Figure 1. Placed standard cells (run 1).
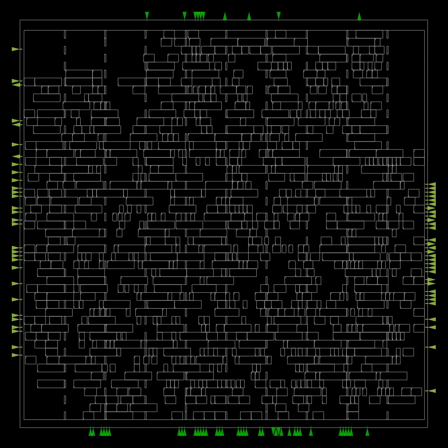
Figure 2. I/O pins on the die edge (run 1).
Pins as bars across the die edge, other pins in grey.
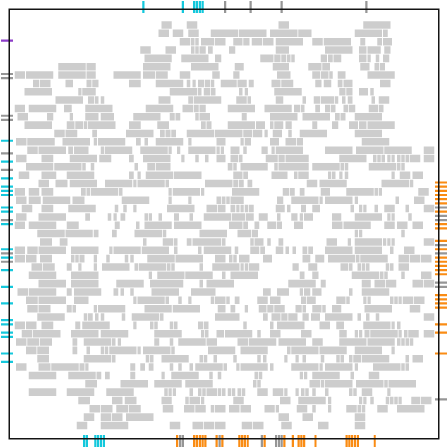
Figure 3. Metal layers overlaid (run 1).
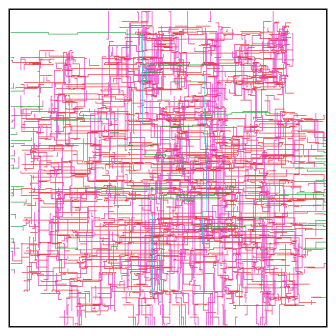
[config.mk]
export PLATFORM = sky130hd
export DESIGN_NAME = sdr_reply_tx
export DESIGN_NICKNAME = d
export VERILOG_FILES = /design/src/rtl/sdr_proto_pkg.sv /design/src/rtl/sdr_req_latch.sv /design/src/rtl/sdr_reply_tx.sv
export SDC_FILE = /design/constraint.sdc
export NUM_CORES = 1
export LEC_CHECK = 0
export ABC_CLOCK_PERIOD_IN_PS = 6220
export CELL_PAD_IN_SITES_DETAIL_PLACEMENT = 0
export CELL_PAD_IN_SITES_GLOBAL_PLACEMENT = 1
export CORE_UTILIZATION = 40
export DETAILED_ROUTE_END_ITERATION = 10
export PLACE_DENSITY_LB_ADDON = 0.1
export SYNTH_ARGS = -nofsm -noshare
export SYNTH_HDL_FRONTEND = slang
export SYNTH_SLANG_ARGS = --single-unit
[constraint.sdc]
create_clock -name tx_clock_i -period 6.22 [get_ports tx_clock_i]
set_input_delay 1.244 -clock tx_clock_i [delete_from_list [all_inputs] [get_ports tx_clock_i]]
set_output_delay 1.244 -clock tx_clock_i [all_outputs]
set_load 0.03 [all_outputs]
[src/rtl/sdr_proto_pkg.sv]
`default_nettype none
// ============================================================================
// sdr_proto_pkg : opcodes, port number and encodings shared by the port-1024
//                 command parser and the reply transmitter.
// Rev 1.0
// ============================================================================
package sdr_proto_pkg;

  localparam logic [15:0] GEN_CMD_PORT  = 16'd1024;

  localparam logic [7:0]  OP_DISC_IDLE  = 8'h02;
  localparam logic [7:0]  OP_DISC_RUN   = 8'h03;
  localparam logic [7:0]  OP_ERASE_DONE = 8'h04;
  localparam logic [7:0]  OP_SEND_MORE  = 8'h05;

  typedef enum logic [1:0] {
    ST_IDLE = 2'd0,
    ST_REQ  = 2'd1,
    ST_SEND = 2'd2,
    ST_GAP  = 2'd3
  } tx_state_e;

  typedef enum logic [1:0] {
    SRC_DISC  = 2'd0,
    SRC_ERASE = 2'd1,
    SRC_MORE  = 2'd2
  } reply_src_e;

  function automatic logic [7:0] reply_opcode(input reply_src_e src, input logic run);
    case (src)
      SRC_ERASE: reply_opcode = OP_ERASE_DONE;
      SRC_MORE:  reply_opcode = OP_SEND_MORE;
      default:   reply_opcode = run ? OP_DISC_RUN : OP_DISC_IDLE;
    endcase
  endfunction

endpackage
`default_nettype wire

[src/rtl/sdr_req_latch.sv]
`default_nettype none
// ============================================================================
// sdr_req_latch : rising-edge capture of a level request into a pending flag,
//                 with a one-cycle acknowledge the cycle after the edge.
// Rev 1.0
// ============================================================================
module sdr_req_latch (
  input  logic clk_i,
  input  logic rst_i,
  input  logic req_i,
  input  logic clr_i,
  output logic pend_o,
  output logic ack_o,
  output logic rise_o
);

  logic req_q;
  logic pend_q, pend_d;
  logic ack_q;

  assign rise_o = req_i & ~req_q;

  // A new edge wins over a same-cycle clear so it is never lost.
  always_comb begin
    pend_d = pend_q;
    if (clr_i)  pend_d = 1'b0;
    if (rise_o) pend_d = 1'b1;
  end

  always_ff @(posedge clk_i or posedge rst_i) begin
    if (rst_i) begin
      req_q  <= 1'b0;
      pend_q <= 1'b0;
      ack_q  <= 1'b0;
    end else begin
      req_q  <= req_i;
      pend_q <= pend_d;
      ack_q  <= rise_o;
    end
  end

  assign pend_o = pend_q;
  assign ack_o  = ack_q;

endmodule
`default_nettype wire

[src/rtl/sdr_reply_tx.sv]
`default_nettype none
// ============================================================================
// sdr_reply_tx : latches reply requests, arbitrates them and streams one
//                fixed-length UDP payload per reply to the UDP transmit mux.
// Rev 1.0
// ============================================================================
module sdr_reply_tx #(
  parameter int          PAYLOAD_LEN = 60,
  parameter logic [7:0]  BOARD_ID    = 8'h05,
  parameter logic [7:0]  PROTO_VER   = 8'd38,
  parameter int          GAP_CYCLES  = 12,
  parameter int          GRANT_TOUT  = 1024
) (
  input  logic        tx_clock_i,
  input  logic        reset_i,
  input  logic        discovery_reply_i,
  input  logic        erase_done_i,
  input  logic        send_more_i,
  input  logic        run_i,
  input  logic [31:0] sequence_number_i,
  input  logic [47:0] local_mac_i,
  input  logic [7:0]  code_version_i,
  input  logic        udp_tx_grant_i,
  output logic        discovery_ACK_o,
  output logic        erase_ACK_o,
  output logic        send_more_ACK_o,
  output logic        sending_sync_o,
  output logic        udp_tx_request_o,
  output logic [7:0]  udp_tx_data_o,
  output logic        udp_tx_valid_o
);
  import sdr_proto_pkg::*;

  localparam int         TW        = (GRANT_TOUT > 1) ? $clog2(GRANT_TOUT) : 1;
  localparam logic [7:0] LAST_BYTE = 8'(PAYLOAD_LEN - 1);
  localparam logic [7:0] GAP_LAST  = 8'(GAP_CYCLES - 1);
  localparam logic [TW-1:0] TOUT_LAST = TW'(GRANT_TOUT - 1);

  tx_state_e   state_q, state_d;
  reply_src_e  sel_q, sel_d;
  logic [7:0]  byte_cnt_q, byte_cnt_d;
  logic [7:0]  gap_cnt_q, gap_cnt_d;
  logic [TW-1:0] tout_cnt_q, tout_cnt_d;

  logic [31:0] seq_hold_q;
  logic [31:0] seq_snap_q;
  logic [7:0]  op_snap_q;
  logic [47:0] mac_snap_q;
  logic [7:0]  ver_snap_q;

  logic w_disc_pend, w_erase_pend, w_more_pend;
  logic w_disc_rise, w_erase_rise, w_more_rise;
  logic w_unused_rise;
  logic w_snap;
  logic [7:0] w_byte;

  assign w_snap        = (state_q == ST_REQ) && udp_tx_grant_i;
  assign w_unused_rise = w_disc_rise | w_erase_rise;

  sdr_req_latch u_disc (
    .clk_i (tx_clock_i), .rst_i (reset_i), .req_i (discovery_reply_i),
    .clr_i (w_snap && (sel_q == SRC_DISC)),
    .pend_o(w_disc_pend), .ack_o(discovery_ACK_o), .rise_o(w_disc_rise)
  );

  sdr_req_latch u_erase (
    .clk_i (tx_clock_i), .rst_i (reset_i), .req_i (erase_done_i),
    .clr_i (w_snap && (sel_q == SRC_ERASE)),
    .pend_o(w_erase_pend), .ack_o(erase_ACK_o), .rise_o(w_erase_rise)
  );

  sdr_req_latch u_more (
    .clk_i (tx_clock_i), .rst_i (reset_i), .req_i (send_more_i),
    .clr_i (w_snap && (sel_q == SRC_MORE)),
    .pend_o(w_more_pend), .ack_o(send_more_ACK_o), .rise_o(w_more_rise)
  );

  always_comb begin
    state_d    = state_q;
    sel_d      = sel_q;
    byte_cnt_d = byte_cnt_q;
    gap_cnt_d  = gap_cnt_q;
    tout_cnt_d = tout_cnt_q;
    case (state_q)
      ST_IDLE: begin
        tout_cnt_d = '0;
        if (w_erase_pend) begin
          sel_d = SRC_ERASE; state_d = ST_REQ;
        end else if (w_more_pend) begin
          sel_d = SRC_MORE;  state_d = ST_REQ;
        end else if (w_disc_pend) begin
          sel_d = SRC_DISC;  state_d = ST_REQ;
        end
      end
      ST_REQ: begin
        if (udp_tx_grant_i) begin
          state_d    = ST_SEND;
          byte_cnt_d = 8'd0;
        end else if (tout_cnt_q == TOUT_LAST) begin
          // Give the mux back; the pending flag stays set so we retry after the gap.
          state_d   = ST_GAP;
          gap_cnt_d = 8'd0;
        end else begin
          tout_cnt_d = tout_cnt_q + 1'b1;
        end
      end
      ST_SEND: begin
        if (byte_cnt_q == LAST_BYTE) begin
          state_d    = ST_GAP;
          gap_cnt_d  = 8'd0;
          byte_cnt_d = 8'd0;
        end else begin
          byte_cnt_d = byte_cnt_q + 8'd1;
        end
      end
      ST_GAP: begin
        if (gap_cnt_q == GAP_LAST) state_d = ST_IDLE;
        else                       gap_cnt_d = gap_cnt_q + 8'd1;
      end
      default: state_d = ST_IDLE;
    endcase
  end

  always_ff @(posedge tx_clock_i or posedge reset_i) begin
    if (reset_i) begin
      state_q    <= ST_IDLE;
      sel_q      <= SRC_DISC;
      byte_cnt_q <= 8'd0;
      gap_cnt_q  <= 8'd0;
      tout_cnt_q <= '0;
      seq_hold_q <= 32'd0;
      seq_snap_q <= 32'd0;
      op_snap_q  <= 8'd0;
      mac_snap_q <= 48'd0;
      ver_snap_q <= 8'd0;
    end else begin
      state_q    <= state_d;
      sel_q      <= sel_d;
      byte_cnt_q <= byte_cnt_d;
      gap_cnt_q  <= gap_cnt_d;
      tout_cnt_q <= tout_cnt_d;
      if (w_more_rise) seq_hold_q <= sequence_number_i;
      if (w_snap) begin
        seq_snap_q <= (sel_q == SRC_MORE) ? seq_hold_q : 32'd0;
        op_snap_q  <= reply_opcode(sel_q, run_i);
        mac_snap_q <= local_mac_i;
        ver_snap_q <= code_version_i;
      end
    end
  end

  always_comb begin
    w_byte = 8'h00;
    case (byte_cnt_q)
      8'd0:  w_byte = seq_snap_q[31:24];
      8'd1:  w_byte = seq_snap_q[23:16];
      8'd2:  w_byte = seq_snap_q[15:8];
      8'd3:  w_byte = seq_snap_q[7:0];
      8'd4:  w_byte = op_snap_q;
      8'd5:  w_byte = mac_snap_q[47:40];
      8'd6:  w_byte = mac_snap_q[39:32];
      8'd7:  w_byte = mac_snap_q[31:24];
      8'd8:  w_byte = mac_snap_q[23:16];
      8'd9:  w_byte = mac_snap_q[15:8];
      8'd10: w_byte = mac_snap_q[7:0];
      8'd11: w_byte = BOARD_ID;
      8'd12: w_byte = PROTO_VER;
      8'd13: w_byte = ver_snap_q;
      default: w_byte = 8'h00;
    endcase
  end

  assign udp_tx_request_o = (state_q == ST_REQ);
  assign sending_sync_o   = (state_q == ST_REQ) || (state_q == ST_SEND);
  assign udp_tx_valid_o   = (state_q == ST_SEND);
  assign udp_tx_data_o    = udp_tx_valid_o ? w_byte : 8'h00;

endmodule
`default_nettype wire

==> deck_impl_summary.md, run 1 <==
Flow Results at a Glance

Yosys
  • Synth Area in Compound Gates: 12.2%
  • And+or+nand+nor area frac: 21.3%
  • Synth cell types: 65
  • Synth Flop Type: dfrtp_1
  • Post-synthesis adder-cell area fraction: 2.15%
  • Top cells, area: dfrtp_1 (54%), nand2_1 (13%), mux2_2 (4.8%), nand3_1 (2.9%), ha_1 (2.1%)
  • YS chip area: 7570 sq um
  • Yosys top cell by area: dfrtp_1
  • Synthesis Warnings: 0

Clock network
  • CTS H-tree lvls: 4
  • Post-CTS Resized: 0
  • Postcts setup bufs: 0
  • Clk root buf: clkbuf_16

Timing
  • Cycle use final: 74.4%
  • Fin Hold WS: 0.414 ns
  • Count of pins over their slew limit: 0

Die
  • IO Pins: 109
  • Die ar.: 19500 sq um

Routing
  • Final ANT Viol Nets: 0
  • Drt first pass iters: 8
  • Drt via density: 5.42

Min path
  • Hold/Removal Path Class: register to register
  • Hold Crit Depth: 1

Status
  • Status: finished, final reports clean

Final layout
  • Layout cells sized above 1: 10.3%
  • MI comb area: 3270 sq um
  • Area grow syn2layout: 24.0%

Critical path
  • Crit Path Class: register to output pin
  • CP max stage delay: 0.85 ns
  • R2R depth: 6
  • Worst Setup End Kind: output pin

Placement
  • Setup WS pre-CTS: 2.02 ns
  • RePlAce Congestion: 0.809

Global routing
  • Largest net degree at the start of global routing: 64

Flow run
  • OpenROAD warning count: 34

Pwr
  • PnR Total Power: 3.76 mW
About Figure 1:
non-filler cells, final: 1106
flop count: 162
n_taps: 229
Final Util: 51.4%

About Figure 2:
sequence_number_i -> cyan  # pins 32, direction input, edge 20 west, 6 north, 6 south
tx_clock_i -> purple  # pins 1, direction input, edge west
local_mac_i -> orange  # pins 48, direction input, edge 25 south, 23 east
all pins by edge = 38 south, 31 east, 30 west, 10 north
input/output buffers: 108
Die Width: 140 um

About Figure 3:
metal 1 -> red  # wire length 9480 um
metal 3 -> green  # wire length 970 um
metal 2 -> magenta  # wire length 8730 um
metal 4 -> cyan  # wire length 283 um
wire length per cell: 17.6 um
All-Layer GR Usage: 21.2%
WL final: 19500 um

## run 1: final cells by class
| cell class | instances | area share (%) |
|---|---|---|
| multi-input cells | 553 | 34.8 |
| well taps | 229 | 3.05 |
| clock buffers | 20 | 4.97 |
| clock inverters | 12 | 1.28 |
| repair buffers | 114 | 12.0 |
| flip-flops and latches | 162 | 43.2 |
| inverters | 16 | 0.693 |
## run 1: report_power, final
group / leakage [nW] / internal [mW] / switching (mW) / total [mW]
Sequential: 2.07 / 1.34 / 0.236 / 1.58
Combinational: 1.91 / 0.451 / 0.688 / 1.14
Clock: 0.284 / 0.592 / 0.450 / 1.04
## run 1: layout by cell type, fill, tap and decap left out, types with 8 or more instances in the layout
cell,instances
nand3_1,44
a222oi_1,9
clkbuf_16,17
o21ai_0,20
a22o_1,8
a21oi_1,17
mux2_2,32
dfrtp_1,162
mux2i_1,11
nor2_1,15
nand2_1,265
inv_1,15
ha_1,13
clkdlybuf4s50_1,108
## run 1: routing by layer
| metal | routed length, um | up-vias | part of all wire (%) |
|---|---|---|---|
| li1 | - | 2878 | - |
| met1 | 9480 | 2922 | 49 |
| met2 | 8730 | 169 | 45 |
| met3 | 970 | 24 | 5.0 |
| met4 | 282 | 0 | 1.4 |
| met5 | 0 | - | 0 |
## run 1: kinds of logic after synthesis
logic type,Yosys count
muxes,47
buffers and inverters,64
AOI/OAI and AO/OA,119
DFF,162
adders and majority gates,13
and+or+nand+nor,374
## run 1: registers in the layout (all words and copies together) (netlist names)
register	cells
byte_cnt_q	8
gap_cnt_q	8
mac_snap_q	48
op_snap_q	3
sel_q	2
seq_hold_q	32
seq_snap_q	32
state_q	2
tout_cnt_q	10
u_disc.ack_o	1
u_disc.pend_o	1
u_disc.req_q	1
u_erase.ack_o	1
u_erase.pend_o	1
u_erase.req_q	1
u_more.ack_o	1
u_more.pend_o	1
u_more.req_q	1
ver_snap_q	8
## run 1: path summary, 6_finish.rpt
| path | end | slack [ns] | start |
|---|---|---|---|
| max | udp_tx_data_o[1] | 1.59 | byte_cnt_q[0] |
| min reg2reg | u_disc.ack_o | 0.41 | u_disc.req_q |
| max reg2reg | gap_cnt_q[7] | 3.45 | state_q[1] |
| max in group asynchronous | seq_snap_q[30] | 3.77 | reset_i |
| min | u_disc.ack_o | 0.41 | u_disc.req_q |
| min in group asynchronous | mac_snap_q[2] | 1.23 | reset_i |
Figure 4. Routed clock nets over the placement (run 1).
Scale bar: 50 um.
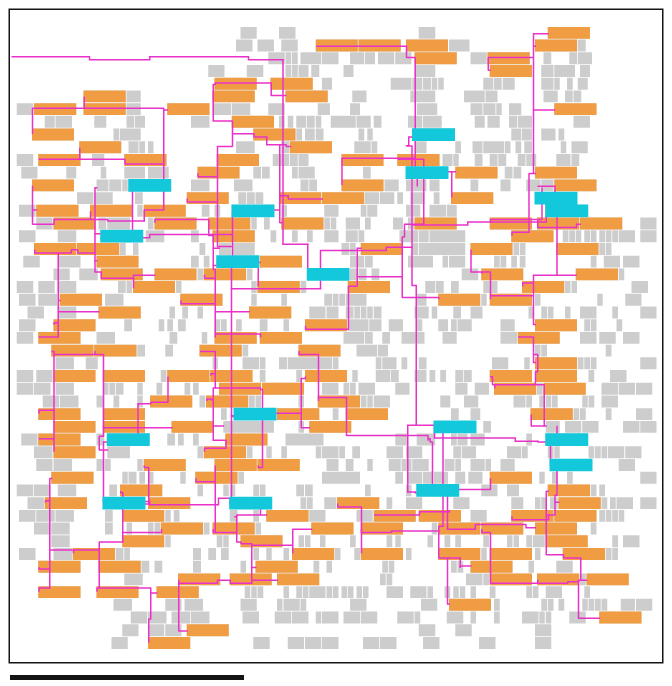

--- run 2 (diff from run 1) ---
- ABC_CLOCK_PERIOD_IN_PS: 6220 -> 4400
- clock period: 6.22 -> 4.4 ns (I/O delays scaled with it)
Figure 5. Routed clock nets over the placement (run 2).
Scale bar: 50 um.
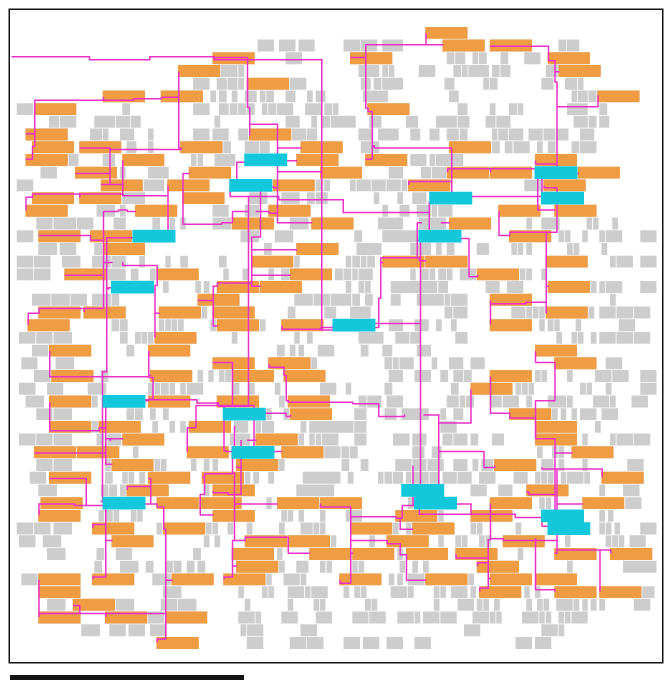
clock wires -> magenta  # length 2090 um
flip-flops -> orange  # count 162
clock drivers -> cyan  # count 17
routed clock nets = 18
flops lie = spread over the die
Latency at later pin: 0.44 ns
clk pwr: 1.47 mW
Clock Skew: 0.0129 ns

Figure 6. Placed standard cells (run 2).
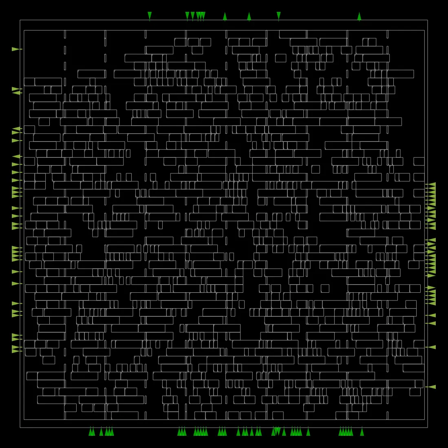
non-filler cells, final: 1108
row count: 49
area of the core: 18300 sq um

==> deck_impl_summary.md, run 2 <==
Flow Results at a Glance

Status
  • Status: finished, final reports clean

Yosys
  • YS chip area: 7570 sq um
  • Yosys top cell by area: dfrtp_1
  • Synthesis Warnings: 0

Critical path
  • Crit Reg-Reg Startpoint: byte_cnt_q[0]
  • CP endpoint: udp_tx_data_o[1]
  • R2R Setup Slk: 1.73 ns
  • WP depth: 7
  • Worst r2r dst: gap_cnt_q[6]
  • Worst Setup End Kind: output pin
  • R2R depth: 5
  • CP max stage delay: 0.76 ns
  • Crit Path Class: register to output pin

Global routing
  • All-Layer GR Usage: 21.4%
  • Largest net degree at the start of global routing: 93

Final layout
  • Most frequent cells in the layout: nand2_1 (265), dfrtp_1 (162), clkdlybuf4s50_1 (108)
  • Area grow syn2layout: 24.6%
  • MI comb area: 3280 sq um
  • Layout cells sized above 1: 10.8%
  • Top cell excl fill/tap: nand2_1
  • NumNets Final: 974
  • Top Registers: mac_snap_q x48, seq_hold_q x32, seq_snap_q x32
  • Number of flip-flops under the largest register name: 48

Routing
  • Top sig layer: met4
  • Wire length per cell: 17.6 um
  • DR WL met2: 8600 um
  • Final ANT Viol Nets: 0
  • WL final: 19500 um
  • Drt via density: 5.48
  • DRT met1 WL: 9610 um

Placement
  • RePlAce Congestion: 0.847
  • Input/output buffers: 108

Timing
  • Count of pins over their slew limit: 0

Clock network
  • CTS H-tree lvls: 4
  • Postcts setup bufs: 0

Die
  • Die Ht: 140 um
  • Die Width: 140 um
  • Die ar.: 19500 sq um
  • IO Pins: 109

Min path
  • Hold/Removal Path Class: register to register
  • Hold Crit Depth: 1

Flow run
  • OpenROAD warning count: 34
run 2: cell types whose count changed in the layout (fill, tap and decap cells not counted), moves of 2 or more:
cell and delta:
clkinv_8 +3, clkbuf_8 -2, clkinv_2 -2, clkinv_4 +2, ha_1 -2, ha_2 +2
inv_8 +2
run 2: routing by layer:
metal	up-vias	global-route usage, %
met5	-	0
met4	0	8.16
met3	28	3.58
met2	156	32.4
met1	3001	30.6
li1	2886	-
run 2: logic make-up (layout without fill, tap and decap cells):
logic type	count (synthesis)	count (layout)	synth area share, %
simple gates	374	374	21.3
flops	162	162	53.6
compound gates	119	119	12.2
buf+inv	64	164	3.41
mux	47	47	7.36
fa+ha+maj	13	13	2.15
run 2: worst min-delay path by stage:
stage                   endpoint  slack (ns)    startpoint
finish              u_disc.ack_o        0.41  u_disc.req_q
global route        u_disc.ack_o        0.44  u_disc.req_q
CTS                 u_disc.ack_o        0.42  u_disc.req_q
detailed placement  u_disc.ack_o        0.40  u_disc.req_q
global placement    u_disc.ack_o        0.41  u_disc.req_q
floorplan           u_disc.ack_o        0.39  u_disc.req_q
run 2: power by group:
| group | switching (mW) | total, mW | leakage (nW) | internal [mW] |
|---|---|---|---|---|
| sequential | 0.350 | 2.25 | 2.07 | 1.90 |
| combinational | 0.965 | 1.61 | 1.92 | 0.649 |
| clock | 0.700 | 1.47 | 0.288 | 0.775 |
| total | 2.01 | 5.34 | 4.28 | 3.32 |
run 2: through the flow:
step / util (%) / setup WS (ns) / cells / power (mW)
after floorplan: - / 1.26 / 779 / 3.31
after CTS: 51.5 / 0.0834 / 1108 / 5.36
after global routing: 51.6 / 0.0431 / 1108 / 5.67
final: 51.6 / 0.263 / 1108 / 5.34
after global placement: 48.3 / 0.681 / 1076 / 3.84
after detailed placement: 48.3 / 0.538 / 1076 / 3.87
run 2: cell type report:
class                           count  area share (%)
Clock buffer                       18            4.66
Timing Repair Buffer              116            12.2
Multi-Input combinational cell    553            34.8
Clock inverter                     14            1.63
Sequential cell                   162            43.0
Tap cell                          229            3.04
Inverter                           16           0.677
run 2: repair_timing:
| item | 4_1_cts | 5_1_grt |
|---|---|---|
| hold buffers | 0 | 0 |
| endpoints found under the hold margin | 0 | 0 |
| endpoints found under the setup margin | 0 | 8 |
| resized | 0 | 3 |
Figure 7. Placed cells, one colour a class (run 2).
Fill, decap, tap and diode cells in grey.
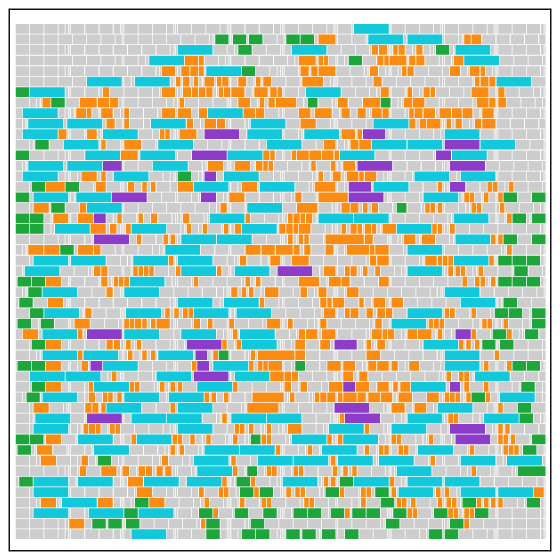

--- run 3 (diff from run 2) ---
- CORE_ASPECT_RATIO: unset -> 1.4
- SLEW_MARGIN: unset -> 15
Figure 8. Placed cells, one colour a class (run 3).
Fill, decap, tap and diode cells in grey.
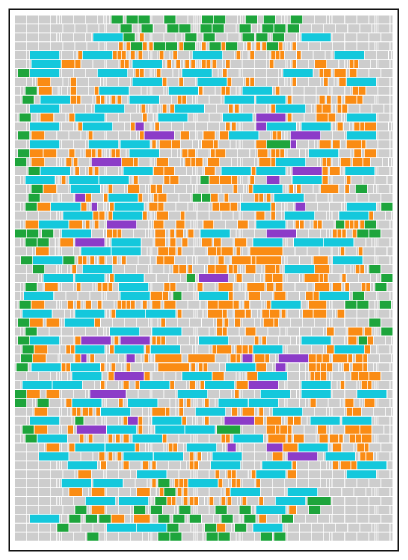
combinational and other logic -> orange  # cells 569
clock drivers and dummy loads -> purple  # cells 32
flops -> cyan  # cells 162
other buffers and delay cells -> green  # cells 119
area of the core: 18500 sq um
Final Cell Area: 9470 sq um

==> deck_impl_summary.md, run 3 <==
Flow Results at a Glance

Die
  • Die Ht: 165 um
  • Die Width: 118 um
  • Die ar.: 19500 sq um

Critical path
  • Critical Path AT: 3.38 ns
  • Crit Reg-Reg Startpoint: byte_cnt_q[0]
  • CP max stage delay: 0.79 ns
  • R2R Setup Slk: 1.62 ns
  • R2R depth: 5
  • Worst r2r dst: gap_cnt_q[1]
  • Crit Path Class: register to output pin
  • Worst Setup End Kind: output pin
  • CP delay by family, top: AND-OR/OR-AND gates

Final layout
  • Top cell excl fill/tap: nand2_1
  • NumNets Final: 977
  • Layout cells sized above 1: 11.0%
  • MI comb area: 3280 sq um
  • Most frequent cells in the layout: nand2_1 (265), dfrtp_1 (162), clkdlybuf4s50_1 (108)
  • Number of flip-flops under the largest register name: 48
  • Top Registers: mac_snap_q x48, seq_hold_q x32, seq_snap_q x32

Min path
  • Hold/Removal Path Class: register to register
  • Sink of the worst hold path: u_erase.ack_o
  • HP Start: u_erase.req_q
  • Hold Crit Depth: 1

Clock network
  • Latency at later pin: 0.43 ns
  • CTS H-tree lvls: 4
  • Postcts setup bufs: 0
  • Sink Count: 162
  • Clk root buf: clkbuf_16

Timing
  • Count of pins over their slew limit: 0
  • Final hold violations: 0
  • Clock Skew: 0.00737 ns

Placement
  • Input/output buffers: 108
  • RePlAce Congestion: 0.877

Status
  • Status: finished, final reports clean

Routing
  • Drt first pass iters: 7
  • Drt via density: 5.32
  • Final ANT Viol Nets: 0

Yosys
  • YS chip area: 7570 sq um
  • Synthesis Warnings: 0
  • Yosys top cell by area: dfrtp_1
  • Synth cell types: 65
  • Synth Flop Type: dfrtp_1

Flow run
  • OpenROAD warning count: 34

Global routing
  • Largest net degree at the start of global routing: 93
Figure 9. Metal layers overlaid (run 3).
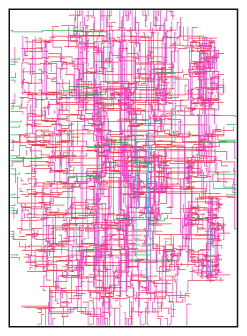
metal 4 -> cyan  # wire length 653 um
metal 1 -> red  # wire length 8370 um
metal 2 -> magenta  # wire length 10100 um
metal 3 -> green  # wire length 622 um
routed via count: 5990
All-Layer GR Usage: 21.4%
wire length per cell: 17.5 um
WL final: 19700 um

run 3: cell count changes in the layout (fill, tap and decap cells not counted), sizes merged:
cell,previous run,this run
inv,23,19
bufinv,0,1
clkinvlp,2,4
clkinv,5,6
buf,8,11
run 3: kinds of logic (layout without fill, tap and decap cells):
group                      count (synthesis)  count (layout)  synth area share [%]
DFF                                      162             162                  53.6
muxes                                     47              47                  7.36
adders and majority gates                 13              13                  2.15
and+or+nand+nor                          374             374                  21.3
buffers and inverters                     64             167                  3.41
AOI/OAI and AO/OA                        119             119                  12.2
run 3: repair_timing:
| action | in CTS | in global routing |
|---|---|---|
| endpoints found under the setup margin | 0 | 8 |
| resized | 0 | 1 |
| hold buffers | 0 | 0 |
run 3: cell type report:
| cell class | instances | area share (%) |
|---|---|---|
| sequential | 162 | 42.8 |
| multi-input combinational | 553 | 34.6 |
| timing repair buffer | 119 | 12.7 |
| clock buffer | 18 | 4.64 |
| tap | 244 | 3.22 |
| clock inverter | 14 | 1.39 |
| inverter | 16 | 0.674 |
run 3: power by group:
part	switching [mW]	internal, mW	leakage (nW)	total (mW)
Clock	0.635	0.801	0.275	1.44
Sequential	0.345	1.90	2.07	2.25
Combinational	0.984	0.664	1.95	1.65
Total	1.96	3.37	4.29	5.33
run 3: worst register-to-register path, stage by stage, from the launching register on:
cell and delay [ns]:
dfrtp_1 0.44, ha_1 0.65, inv_1 0.21, o41ai_4 0.72, and3_1 0.46, mux2i_1 0.23
run 3: per-layer routing:
layer  vias up  global-route usage, %  wire length [um]
met1      2916                   26.1              8370
met5         -                      0                 0
met3        34                   3.25               622
met2       150                   37.0             10100
li1       2890                      -                 -
met4         0                   10.5               652
run 3: worst max path at each step:
stage | to | start | slack [ns] | cells after the start
floorplan | udp_tx_data_o[1] | byte_cnt_q[1] | 1.26 | 8
global placement | udp_tx_data_o[1] | byte_cnt_q[0] | 0.65 | 6
finish | udp_tx_data_o[1] | byte_cnt_q[1] | 0.14 | 7
CTS | udp_tx_data_o[1] | byte_cnt_q[0] | 0.12 | 7
global route | udp_tx_data_o[1] | byte_cnt_q[1] | 0.02 | 6
detailed placement | udp_tx_data_o[1] | byte_cnt_q[0] | 0.59 | 6
run 3: through the flow:
step | util (%) | total power [mW] | setup WS [ns] | cells
floorplan | - | 3.31 | 1.26 | 779
global placement | 48.0 | 3.88 | 0.650 | 1094
finish | 51.1 | 5.33 | 0.137 | 1126
detailed placement | 48.0 | 3.92 | 0.587 | 1094
CTS | 51.1 | 5.37 | 0.124 | 1126
global route | 51.1 | 5.66 | 0.0208 | 1126
No activity file was given, so power comes from the tool's default toggle rates.
